class_map.png
Bar = 20 um.
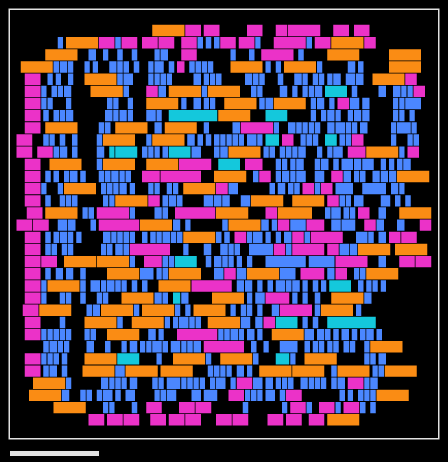
ff_map.png
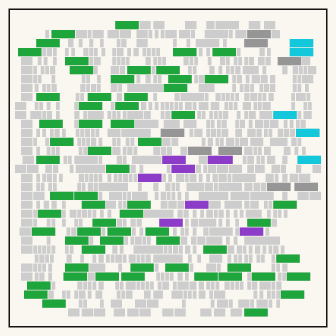
==> config.mk <==
export PLATFORM = sky130hd
export DESIGN_NAME = ctrl_spi_tx_flat
export DESIGN_NICKNAME = d
export VERILOG_FILES = /design/src/rtl/ctrl_spi_tx_if.sv /design/src/rtl/ctrl_spi_tx.sv /design/src/flat_wrapper.sv
export SDC_FILE = /design/constraint.sdc
export NUM_CORES = 1
export LEC_CHECK = 0
export ABC_AREA = 1
export CORE_UTILIZATION = 47
export CTS_CLUSTER_DIAMETER = 150
export CTS_CLUSTER_SIZE = 40
export DETAILED_ROUTE_END_ITERATION = 7
export PLACE_DENSITY_LB_ADDON = 0.1
export REMOVE_ABC_BUFFERS = 1
export SYNTH_ARGS = -nofsm -noshare
export SYNTH_HDL_FRONTEND = slang
export SYNTH_SLANG_ARGS = --single-unit
==> constraint.sdc <==
create_clock -name clk -period 1.8 [get_ports clk]
set_clock_uncertainty 0.15 [all_clocks]
set_input_delay 0.36 -clock clk [delete_from_list [all_inputs] [get_ports clk]]
set_output_delay 0.36 -clock clk [all_outputs]
set_load 0.05 [all_outputs]
==> results.toml <==
# generated from flow reports
[placed_design]
post-dp-hpwl_mm = 6.72
dpl-instance-area_sq_um = 5110
gp_congestion = 0.905
port_buf_inserts = 74
dp_slack_ns = -0.166
place_inst = 845

[power]
p_leak_nw = 2.63
power_dissipated_by_switching_net_loads_mw = 3.96
p_int_mw = 5.62
power_mw = 9.58
powerDensity_nw_per_um2 = 1660
irDropWorstVdd_uv = 841
relative_contribution_of_the_clock_network_to_total_power_pct = 15.5
power.sequential.fraction_pct = 29.4
combPwrFrac_pct = 55.1
pwr.group.clock_mw = 1.48
power.share.switching_pct = 41.3

[timing]
hold_violations = 0
worst_pin_slew_ns = 0.332
fin_setup_tns_ns = -0.0185
slew_headroom_pct = 77.8
achievable-frequency_ghz = 0.553
timing.final.crit_period_ns = 1.81
final_max_tran_viols = 0
setup_violations = 4
timing.final.ws_setup_ns = -0.00812
worst_hold_slack_ns = 0.245
period_used_pct = 100
rsz0062_at_grt = "true"

[routing]
maxUsedRoutingLayer = "met4"
routed-wl-met2_mm = 5.60
antenna_violating_nets_post_route = 0
route.detailed.vias_per_inst = 5.08
met3_wirelength_um = 600
post-route-drc-count = 0
wl_met1_mm = 4.89
detail_route.wl_per_cell_um = 12.9
drt_first_pass_iters = 4
detailroute.via_count = 4438

[worst_setup_path]
r2r.worst_path.cells = 12
slowest_delay_ns = 0.33
critical_path.slowest_cell = "sky130_fd_sc_hd__dfxtp_2"
critical_path_buf_inv_count = 4
timing.critical_path.required_ns = 1.89
cell_chain_critical_path = "inv_2 > ha_4 > inv_2 > nor2_2 > nand3_2 > nor2_2 > nor2_2 > nand2_4 > clkinv_8 > clkbuf_16 > nand2_1 > a21oi_1"
crit_type = "flop to flop"
crit_family = "simple AND/OR/NAND/NOR gates"
critical_path.startpoint_type = "flop"
critical_path_cell_count = 12
worst-r2r-setup-slack_ns = -0.008

[finish]
tally_of_filler_cells_in_the_layout = 718
num-clock-buffers = 10
number_of_flip_flops_under_the_largest_register_name = 63
signal_buffers = 119
syn2layout_area_growth_pct = 39.7
layout_top_cell = "sky130_fd_sc_hd__nand2_1"
fin_cells = 873
final-clk-cell-share_pct = 3.78
final_net_count = 833
biggestCellCategory = "combinational gates"
layout_cells_sized_above_1_pct = 16.4
insertedDiodeCount = 0
final_cell_mix = "sky130_fd_sc_hd__nand2_1 (351), sky130_fd_sc_hd__dfxtp_1 (82), sky130_fd_sc_hd__a21oi_1 (76)"
inverters_excl_clock = 28

[yosys]
synth_adder_area_share_pct = 0.909
largest_area_cell = "sky130_fd_sc_hd__dfxtp_1"
yosys.stat.seqShare_pct = 40.3
ys_seq_elements = 83
top_cell_area_share_pct = 40.3
aoi_share_pct = 11.2
flip_flops_with_a_built_in_enable = 0
post-synth-top-count-cell = "sky130_fd_sc_hd__nand2_1"
top_reg_cell_synth = "sky130_fd_sc_hd__dfxtp_1"
topCombFamilyByArea = "simple AND/OR/NAND/NOR gates"
ys_sh_simple_pct = 40.4
postSynth.asyncResetShare_pct = 0
yosys-stat-area_sq_um = 4130
synth-xor-area-share_pct = 0.212
mux_area_share_pct = 0
postSynthAreaPerCell_sq_um = 6.16
synth.top_cells.by_count = "sky130_fd_sc_hd__nand2_1 (376), sky130_fd_sc_hd__dfxtp_1 (83), sky130_fd_sc_hd__a21oi_1 (79)"
post_synth_instance_area_sq_um = 4130
synthesis.instances = 670

[cts]
post-cts-setup-buffers = 0
cts_num_sinks = 83
hold_buffers = 0
clk_pin_slew_worst_paths_ns = 0.08
htree_levels = 3
cts.root.buffer_cell = "sky130_fd_sc_hd__clkbuf_8"
cts-resized-gates = 1
cts-root-to-sink-buffers = 2
clock_latency_ns = 0.35

[run]
cap_violations = 0
warning_count = 27

[floorplan]
floorplan.initialDensity_pct = 49.5
die_area_sq_um = 9160
die.size.y_um = 95.7
floorplan.die.width_um = 95.7
placeableCoreArea_sq_um = 8340
placementRows = 33

[outcome]
violations = "negative setup slack"
status = "finished, violations left"

[worst_hold_path]
hold-path-cell-count = 2
min-delay-path-class = "primary input to flop"

[global_route]
gr-usage-met2_pct = 43.2
grt_pass1_wl_mm = 16.8
gr_layer_usage_met3_pct = 5.37
grt_pass1_vias = 4002
grt_use_total_pct = 23.0
grt.overflow.total = 0
grt_max_degree = 58
grt.busiest_layer = "met2"
globalRouteMet1Util_pct = 26.0
Back to the opening pictures, class_map.png:
legend:
  blue:
    class: remaining logic cells
    cells: 550
  magenta:
    class: remaining buffers and delay cells
    cells: 119
  cyan:
    class: clock drivers and dummy loads
    cells: 16
  orange:
    class: registers
    cells: 83
fin area: 5770 sq um
end-of-flow core utilization: 69.1%

Back to the opening pictures, ff_map.png:
legend:
  cyan:
    signal: u_core.cnt
    flops: 5
  green:
    signal: u_core.shreg
    flops: 63
    where: all over the die
  purple:
    signal: u_core.bits_left
    flops: 7
    where: center
not colored: 8
fraction of area in registers: 28.8%
area taken by flip-flops and latches: 1660 sq um
Sequential Power: 2.82 mW

Power figures rest on the tool's default switching activity, not on a simulated workload.
